Figure 1. A small window of the routed layout (run 1).
Scale bar: 20 um. Region (28, 50) to (78, 100) um. Cells in grey, sequential cells in the stronger grey; small squares are vias.
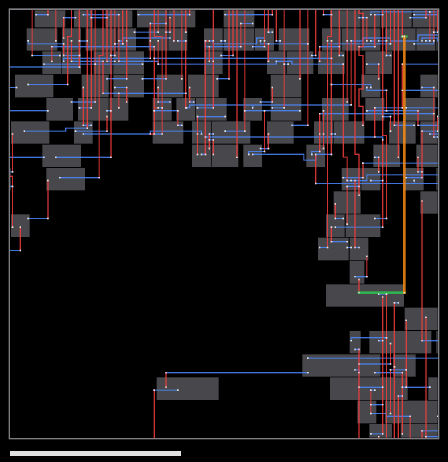
Figure 2. Signal wires on met1 (run 1).
Scale bar: 20 um.
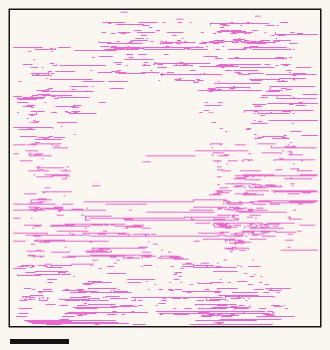
Figure 3. Pin placement (run 1).
Scale bar: 20 um. Pins as bars across the die edge, other pins in grey.
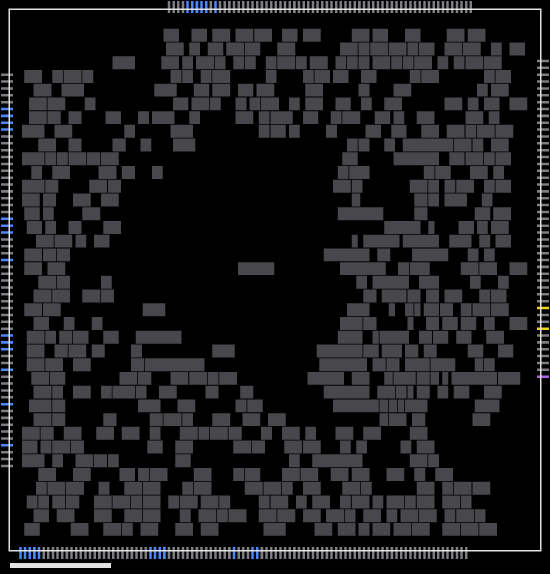
Figure 4. Sequential cells grouped by signal name (run 1).
Scale bar: 20 um. Other cells in grey.
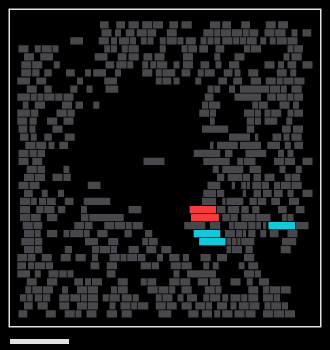
--- src/rtl/cpu_types_pkg.sv ---
// cpu_types_pkg: types shared by the memory arbiter and its link register.
//   word_t       32-bit datapath word
//   ramstate_t   status reported by the shared RAM port
//   arb_state_t  arbiter FSM state encoding
package cpu_types_pkg;

  typedef logic [31:0] word_t;

  typedef enum logic [1:0] {
    FREE   = 2'd0,
    BUSY   = 2'd1,
    ACCESS = 2'd2,
    ERROR  = 2'd3
  } ramstate_t;

  typedef enum logic [1:0] {
    IDLE   = 2'd0,
    IGRANT = 2'd1,
    DGRANT = 2'd2,
    SCFAIL = 2'd3
  } arb_state_t;

endpackage

--- src/rtl/arb_link_reg.sv ---
// arb_link_reg: LL/SC link register (link_valid + link_addr).
// Ports:
//   clk, rst_n          clock, async active-low reset (link invalid on reset)
//   set, set_addr       completed LL: arm link on set_addr
//   clear               completed SC or conflicting store: drop link
//   link_valid          link currently armed
//   link_addr           address captured by the last LL
module arb_link_reg
  import cpu_types_pkg::*;
(
  input  logic  clk,
  input  logic  rst_n,
  input  logic  set,
  input  word_t set_addr,
  input  logic  clear,
  output logic  link_valid,
  output word_t link_addr
);

  always_ff @(posedge clk or negedge rst_n) begin
    if (!rst_n) begin
      link_valid <= 1'b0;
      link_addr  <= '0;
    end else if (set) begin
      link_valid <= 1'b1;
      link_addr  <= set_addr;
    end else if (clear) begin
      link_valid <= 1'b0;
    end
  end

endmodule

--- src/rtl/mem_arbiter.sv ---
// mem_arbiter: shares one RAM port between instruction fetch and data memory.
// Data wins by default; a streak counter caps consecutive data grants while a
// fetch waits. Optional LL/SC support is built when the LLSC_EN macro is defined.
// Ports:
//   CLK, nRST                      clock, async active-low reset
//   iREN, iaddr / iload, iwait     instruction request and response
//   dREN, dWEN, daddr, dstore,
//   datomic / dload, dwait         data request (LL/SC when atomic) and response
//   ramREN, ramWEN, ramaddr,
//   ramstore / ramload, ramstate   shared RAM port
//
// state  | meaning
// IDLE   | no grant; arbitrate pending requests
// IGRANT | RAM driven by instruction fetch
// DGRANT | RAM driven by data request
// SCFAIL | failed SC: report dload=0 without touching the RAM
module mem_arbiter
  import cpu_types_pkg::*;
#(
  parameter int DSTREAK_MAX = 4
) (
  input  logic      CLK,
  input  logic      nRST,
  input  logic      iREN,
  input  word_t     iaddr,
  output word_t     iload,
  output logic      iwait,
  input  logic      dREN,
  input  logic      dWEN,
  input  word_t     daddr,
  input  word_t     dstore,
  input  logic      datomic,
  output word_t     dload,
  output logic      dwait,
  output logic      ramREN,
  output logic      ramWEN,
  output word_t     ramaddr,
  output word_t     ramstore,
  input  word_t     ramload,
  input  ramstate_t ramstate
);

  localparam int SW = $clog2(DSTREAK_MAX + 1);
  localparam logic [SW-1:0] STREAK_MAX = SW'(DSTREAK_MAX);

  arb_state_t    state, state_next;
  logic [SW-1:0] streak;
  logic          dreq, i_done, d_done, sc_fail;

  assign dreq = dREN | dWEN;

`ifdef LLSC_EN
  logic  link_valid, ll_done, link_clear;
  word_t link_addr;

  // An SC that completes always clears the link; a plain store only when it
  // hits the linked address.
  assign ll_done    = d_done & dREN & datomic;
  assign link_clear = d_done & dWEN & (datomic | (daddr == link_addr));
  assign sc_fail    = datomic & dWEN & ~(link_valid & (daddr == link_addr));

  arb_link_reg u_link (
    .clk        (CLK),
    .rst_n      (nRST),
    .set        (ll_done),
    .set_addr   (daddr),
    .clear      (link_clear),
    .link_valid (link_valid),
    .link_addr  (link_addr)
  );
`else
  logic unused_datomic;
  assign unused_datomic = datomic;
  assign sc_fail        = 1'b0;
`endif

  always_ff @(posedge CLK or negedge nRST) begin
    if (!nRST) state <= IDLE;
    else       state <= state_next;
  end

  always_ff @(posedge CLK or negedge nRST) begin
    if (!nRST)                                 streak <= '0;
    else if (!iREN || i_done)                  streak <= '0;
    else if (d_done && streak != STREAK_MAX)   streak <= streak + 1'b1;
  end

  always_comb begin
    state_next = state;
    ramREN     = 1'b0;
    ramWEN     = 1'b0;
    ramaddr    = '0;
    ramstore   = '0;
    iload      = '0;
    dload      = '0;
    iwait      = iREN;
    dwait      = dreq;
    i_done     = 1'b0;
    d_done     = 1'b0;
    unique case (state)
      IDLE: begin
        if (dreq && (streak < STREAK_MAX || !iREN))
          state_next = sc_fail ? SCFAIL : DGRANT;
        else if (iREN)
          state_next = IGRANT;
      end
      IGRANT: begin
        ramREN  = iREN;
        ramaddr = iaddr;
        // A dropped request or a RAM error returns to IDLE with wait still high.
        if (!iREN || ramstate == ERROR) begin
          state_next = IDLE;
        end else if (ramstate == ACCESS) begin
          i_done     = 1'b1;
          iload      = ramload;
          iwait      = 1'b0;
          state_next = IDLE;
        end
      end
      DGRANT: begin
        ramREN   = dREN;
        ramWEN   = dWEN;
        ramaddr  = daddr;
        ramstore = dstore;
        if (!dreq || ramstate == ERROR) begin
          state_next = IDLE;
        end else if (ramstate == ACCESS) begin
          d_done     = 1'b1;
          dload      = ramload;
`ifdef LLSC_EN
          if (datomic && dWEN) dload = 32'd1;
`endif
          dwait      = 1'b0;
          state_next = IDLE;
        end
      end
      SCFAIL: begin
        dwait      = 1'b0;
        state_next = IDLE;
      end
      default: state_next = IDLE;
    endcase
  end

endmodule

--- config.mk ---
export PLATFORM = sky130hd
export DESIGN_NAME = mem_arbiter
export DESIGN_NICKNAME = d
export VERILOG_FILES = /design/src/rtl/cpu_types_pkg.sv /design/src/rtl/arb_link_reg.sv /design/src/rtl/mem_arbiter.sv
export SDC_FILE = /design/constraint.sdc
export NUM_CORES = 1
export LEC_CHECK = 0
export CAP_MARGIN = 25
export CORE_AREA = 2 2 103 105
export CTS_CLUSTER_DIAMETER = 50
export CTS_CLUSTER_SIZE = 16
export DETAILED_ROUTE_END_ITERATION = 10
export DIE_AREA = 0 0 105 107
export HOLD_SLACK_MARGIN = 0.06
export SETUP_SLACK_MARGIN = 0.4
export SLEW_MARGIN = 20
export SYNTH_ARGS = -nofsm -noshare
export SYNTH_HDL_FRONTEND = slang
export SYNTH_HIERARCHICAL = 1
export SYNTH_SLANG_ARGS = --single-unit
--- constraint.sdc ---
create_clock -name CLK -period 3 [get_ports CLK]
set_input_delay 0.6 -clock CLK [delete_from_list [all_inputs] [get_ports CLK]]
set_output_delay 0.6 -clock CLK [all_outputs]
set_load 0.01 [all_outputs]
==> qor.log, run 1 <==
qor: cts.skew_pair_late_insertion_delay 230 ps
qor: cells_and_area.nNonClkInverters 6
qor: power.p_per_area 464.1 nW/um^2
qor: placement.dpl-instance-area 4437 sq um
qor: worst_setup_path.max_stage_delay 540 ps
qor: final_timing.maxClockFrequency 0.3592 GHz
qor: placement.placement.setup.worst_slack 25.70 ps
qor: hold_path.hold_path.startpoint streak[1]
qor: routing.detail_route.wirelength.met1 3872 um
qor: worst_setup_path.crit_buf_inv 3
qor: worst_setup_path.worst_setup_path_endpoint iload[28]
qor: worst_setup_path.critical-path-top-delay-family buffers and inverters
qor: cells_and_area.post_route_cells_drive_above_1_share 0.08549
qor: routing.routed.top_layer met4
qor: worst_setup_path.cpMostUsedCell clkdlybuf4s50_1
qor: floorplanning.floorplanUtilization 0.1572
qor: routing.detail_route.wirelength 9775 um
qor: cells_and_area.layout.cells.most_common clkdlybuf4s50_1
qor: synthesis.synth.net_count 374
qor: cells_and_area.final-instance-count-excl-fill 639
qor: routing.dr_wl_met3 657 um
qor: floorplanning.number_of_tap_instances 136
qor: routing.drc 0
qor: synthesis.yosys.area.top_type and2_1
qor: hold_path.whs_path_depth 2
qor: power.power.share.switching 0.4015
qor: worst_setup_path.critPathArrivalTime 2180 ps
qor: placement.dp_cells 621
qor: worst_setup_path.worstSetupStartpoint iREN
qor: synthesis.yosys_stat_chip_area 1587 sq um
qor: cells_and_area.logic_gate_count 198
qor: synthesis.post_synth_num_cell_types 29
qor: job.log.warning_count 34
qor: cts.ctsRootBufferMaster clkbuf_8
qor: routing.dr_total_vias 2704
qor: final_timing.final.min_clock_period 2784 ps
qor: worst_setup_path.setup.reg_to_reg.worst_slack 1330 ps
qor: worst_setup_path.timing.setup.critical_path_class input pin to primary output
qor: cts.cts_tree built
qor: cells_and_area.syn2layout_area_growth 201.6%
qor: synthesis.post_synth.cell_area_avg 6.868 sq um
qor: synthesis.yosysCellCount 231
qor: cells_and_area.buffers_excl_clock 290
qor: routing.vias_per_cell 4.232
qor: cells_and_area.final_cell_area 4785 sq um
qor: cells_and_area.num-clock-buffers 3
qor: routing.antenna_violating_nets_post_route 0
qor: global_routing.first_global_vias 2681
qor: cts.clkSinkCount 5
qor: power.clkPwrFrac 0.058
qor: power.switching_power 0.8914 mW
qor: job.cap_violations 0
qor: worst_setup_path.timing.critical_path.required 2400 ps
qor: cells_and_area.reg.largest.list streak: 3 flops, state: 2 flops
qor: global_routing.gr-usage-all-layers 0.1545
qor: synthesis.mappedNetlistArea 1587 sq um
qor: status.run_status completed
qor: final_timing.hold_violations 0
qor: cts.cts_buffers 3
qor: synthesis.synth_sequential_area_ratio 0.07886
qor: worst_setup_path.critical_path.reg2reg.endpoint streak[0]
-- Figure 1 (at the start) --
blue -> M1
orange -> M4
green -> M3
red -> M2
most frequent = and2_1 (35), clkdlybuf4s50_1 (23), dlygate4sd2_1 (15)
cells with their middle in the window = 94
sequential cells in the window = 0

-- Figure 2 (at the start) --
nets with wire on the layer = 549
share of all routed wire = 40%
wire length on this layer = 3870 um

-- Figure 3 (at the start) --
yellow -> ramstate  # pins 2, direction input, edge right
blue -> ramaddr  # pins 32, direction output, edge 14 left, 12 bottom, 6 top
purple -> CLK  # pins 1, direction input, edge right
all pins by edge = 97 bottom, 66 top, 58 left, 47 right
Die Span X: 105 um
input/output buffers: 266
floorplan die height: 107 um

-- Figure 4 (at the start) --
cyan -> streak  # placed flops 3
red -> state  # placed flops 2
sequential cell area in the final layout: 126.4 sq um
final design utilization: 0.4741
fraction of standard cell area that is sequential: 0.02641
Flop+latch power: 0.0993 mW

[run 1: worst register-to-register path, stage by stage, from the launching register on]
cell and delay, ps:
dfrtp_2 440, inv_4 100, ha_4 190, o21ai_2 90
buf_4 160, a211oi_1 360, mux2i_1 250
[run 1: kinds of logic (layout without fill, tap and decap cells)]
family / Yosys count / count (layout) / share of synthesized area
simple gates: 148 / 148 / 0.5804
compound gates: 41 / 41 / 0.1972
buf+inv: 28 / 300 / 0.07570
fa+ha+maj: 7 / 7 / 0.05520
flops: 5 / 5 / 0.07886
mux: 2 / 2 / 0.01262
[run 1: metal layers]
metal | GRT usage | vias up
li1 | - | 1318
met1 | 0.1786 | 1253
met2 | 0.2866 | 127
met3 | 0.03830 | 6
met4 | 0.03333 | 0
met5 | 0 | -
Figure 5. Clock nets (run 1).
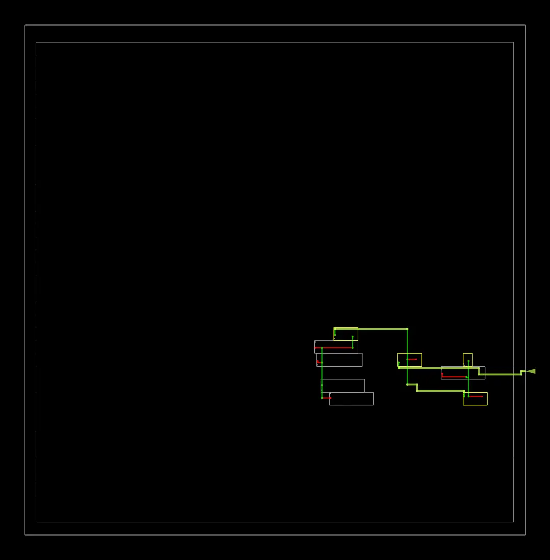

==> run 2: changes to the inputs <==
--- a/config.mk
+++ b/config.mk
@@ -7,6 +7,7 @@
 export LEC_CHECK = 0
 export CAP_MARGIN = 25
 export CORE_AREA = 2 2 103 105
+export CTS_BUF_LIST = sky130_fd_sc_hd__clkbuf_16
 export CTS_CLUSTER_DIAMETER = 50
 export CTS_CLUSTER_SIZE = 16
 export DETAILED_ROUTE_END_ITERATION = 10
Figure 6. Clock nets (run 2).
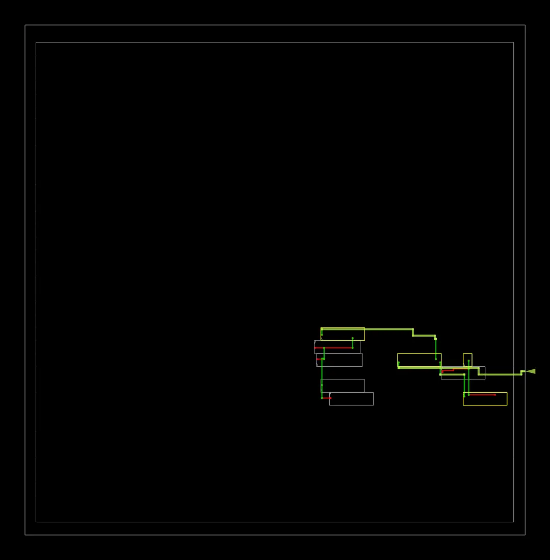
final-layout clock buffer total: 3
total clock network power: 0.221 mW
Clock Skew: 0.5897 ps
count of sequential standard cells: 5
TritonCTS Buffers: 3

==> run 2 against run 1 <==
Effect of this change:
- wire length down 0.17%
- area after synthesis stayed put
- first-iteration DRC count is 5.3% higher
- flip-flop count did not move
- largest cell class unchanged
==> qor.log, run 2 <==
qor: synthesis.synth_top_area_share 0.3864
qor: synthesis.register_bit_count_reported_by_yosys 5
qor: global_routing.grt-ovfl-total 0
qor: worst_setup_path.crit_slowest_cell clkdlybuf4s50_1
qor: job.log.warning_count 34
qor: cells_and_area.area_share_nonclk_buffers 0.6207
qor: routing.dr_total_vias 2693
qor: worst_setup_path.timing.setup.critical_path_class input pin to primary output
qor: worst_setup_path.critical_path.reg2reg.endpoint streak[0]
qor: final_timing.slew_headroom 0.7184
qor: worst_setup_path.worst-path-max-fanout 16
qor: final_timing.finalMaxSlewViolations 0
qor: global_routing.initial_antenna_violation_count 0
qor: placement.placement.setup.worst_slack 25.70 ps
qor: worst_setup_path.crit_buf_inv 3
qor: synthesis.async_reset_ff_frac 1.000
qor: worst_setup_path.rr_worst_depth 6
qor: final_timing.least_margin_pin_slew 419.9 ps
qor: placement.dpl-instance-area 4437 sq um
qor: global_routing.top_usage_layer met2
qor: hold_path.hold_path_class flip-flop to flip-flop
qor: power.static-leakage-power 2.185 nW
qor: synthesis.yosys_stat_chip_area 1587 sq um
qor: cells_and_area.final_cell_mix 194 x clkdlybuf4s50_1, 98 x and2_1, 45 x dlygate4sd2_1, 32 x a22oi_1, 32 x nor2b_1
qor: cts.htree_levels 1
qor: worst_setup_path.worst-path-stages 6
qor: routing.detail_route.iter0.violations 100
qor: cells_and_area.syn2layout_area_growth 200.9%
qor: final_timing.setup_tns 0 ps
qor: worst_setup_path.max_stage_delay 540 ps
qor: routing.detail_route.wirelength 9758 um
qor: global_routing.grt_use_met3 0.03830
qor: floorplanning.num_io_pins 268
qor: cells_and_area.diode_count 0
qor: global_routing.met2_usage 0.2941
qor: cells_and_area.nNonClkInverters 6
qor: routing.antenna_violating_nets_post_route 0
qor: synthesis.synth-edff-count 0
qor: cells_and_area.ff_latch_area 127.6 sq um
qor: worst_setup_path.timing.critical_path.required 2400 ps
qor: power.post-layout-total-power 2.286 mW
qor: final_timing.grt_setup_unrepaired yes
qor: placement.dp.final_hpwl 7384 um
qor: cts.clkSinkCount 5
qor: routing.routed.top_layer met4
qor: cells_and_area.final_nets 643
qor: floorplanning.die_height 107 um
qor: cells_and_area.buffers_excl_clock 286
qor: cells_and_area.final-instance-count-excl-fill 635
qor: worst_setup_path.worstSetupStartpoint iREN
qor: floorplanning.fp.coreArea 10090 sq um
qor: routing.drt_pass1_iterations 4
qor: routing.detail_route.wirelength.met1 3857 um
qor: final_timing.fin_crit_sh 0.9275
qor: synthesis.yosysCellCount 231
qor: synthesis.common_cells 98 x and2_1, 32 x a22oi_1, 32 x nor2b_1, 15 x clkbuf_1, 7 x ha_1
qor: synthesis.synth.net_count 374
qor: worst_setup_path.critPathArrivalTime 2180 ps
qor: cells_and_area.logic_gate_count 198
qor: floorplanning.placement_rows 37
qor: synthesis.yosys.area.top_type and2_1
qor: synthesis.synth_sequential_area_ratio 0.07886
qor: synthesis.postSynth.topFlopCell dfrtp_1
qor: final_timing.hold_slack 577.7 ps
qor: worst_setup_path.setup.worst_path.end_class primary output
qor: synthesis.mappedNetlistArea 1587 sq um
qor: cells_and_area.layout.cells.most_common clkdlybuf4s50_1
qor: cells_and_area.clock_area_frac 0.01678
qor: cts.cts.path.max_buffers 2
qor: cts.worst_setup_hold_path_clk_slew 30 ps
qor: placement.dp_cells 621
qor: hold_path.hold_path.startpoint state[1]
qor: worst_setup_path.r2r_start state[0]
qor: global_routing.gr-usage-all-layers 0.1587
qor: job.cap_violations 0
qor: worst_setup_path.worst_setup_path_endpoint iload[28]
qor: final_timing.setup_viol_count_final 0
qor: routing.dr_wl_met3 669 um
qor: floorplanning.dieWidth 105 um
qor: cells_and_area.largest_class buffers
qor: floorplanning.number_of_tap_instances 136
qor: routing.dr_wl_met2 5075 um
qor: routing.vias_per_cell 4.241
qor: cts.ctsRootBufferMaster clkbuf_16
qor: power.p_per_area 478.9 nW/um^2
qor: cts.skew_pair_late_insertion_delay 230 ps
qor: cts.post_cts_resized 81
qor: global_routing.grt_max_degree 35
qor: synthesis.yosysWarnings 6
qor: floorplanning.floorplanUtilization 0.1572
qor: cells_and_area.final_cell_area 4773 sq um
qor: cts.post-cts-setup-buffer-count 3
qor: cells_and_area.post_route_cells_drive_above_1_share 0.08216
qor: placement.placement.io_buffers 266
qor: final_timing.maxClockFrequency 0.3594 GHz
qor: worst_setup_path.cpMostUsedCell clkdlybuf4s50_1
qor: final_timing.post-route-worst-setup-slack 217.6 ps
qor: cells_and_area.combGateArea 1408 sq um
qor: synthesis.synthMostInstantiatedCell and2_1
qor: final_timing.hold_violations 0
qor: synthesis.post_synth_num_cell_types 29
qor: placement.place.gp.congestion 0.8328
qor: synthesis.post_synth.cell_area_avg 6.868 sq um
qor: global_routing.grt_pass1_wl 14430 um
qor: cells_and_area.largest_register streak
qor: worst_setup_path.critical_path.startpoint_type input pin
qor: routing.drc 0
qor: floorplanning.dieArea 11240 sq um
qor: routing.route.detailed.wl_per_inst 15.37 um
qor: synthesis.synth_cells 231
qor: synthesis.area_leaders and2_1 39%, a22oi_1 15%, nor2b_1 13%
qor: cells_and_area.layout.filler_cells 1022
qor: final_timing.final.min_clock_period 2782 ps
qor: global_routing.first_global_vias 2706
qor: status.run_status completed
qor: worst_setup_path.critical-path-top-delay-family buffers and inverters
qor: cts.cts_tree built
qor: hold_path.whs_path_depth 1
qor: worst_setup_path.setup.reg_to_reg.worst_slack 1330 ps
qor: cells_and_area.reg.largest.list streak: 3 flops, state: 2 flops
qor: hold_path.min_to state[1]
qor: global_routing.global_route.usage.met1 0.1848
qor: power.ir_drop 0.2211 mV
Figure 7. Sequential cells grouped by signal name (run 2).
Scale bar: 20 um. Other cells in grey.
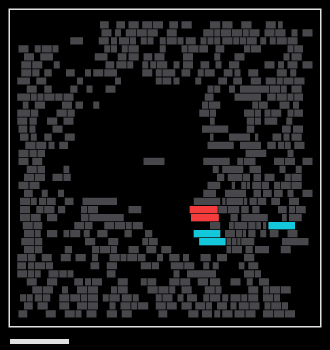
red -> state  # placed flops 2
cyan -> streak  # placed flops 3
final design utilization: 0.4730
fraction of standard cell area that is sequential: 0.02674

run 2: cell counts after synthesis:
No cell type changed its count.
run 2: where the power goes:
part | switching, mW | internal, mW | leakage (nW)
Sequential | 0.0204 | 0.0815 | 0.0646
Clock | 0.0467 | 0.174 | 0.0409
Combinational | 0.824 | 1.14 | 2.08
Total | 0.891 | 1.39 | 2.19
run 2: cell families after synthesis:
group,Yosys count,share of synthesized area
and+or+nand+nor,148,0.5804
AOI/OAI and AO/OA,41,0.1972
buffers and inverters,28,0.07570
adders and majority gates,7,0.05520
DFF,5,0.07886
muxes,2,0.01262
run 2: worst register-to-register path: stages (launching register included):
cell      delay (ps)
dfrtp_2          450
inv_4            100
ha_4             180
o21ai_2           90
buf_4            150
a211oi_1         350
mux2i_1          250
Power is estimated from default activity; no workload was simulated.
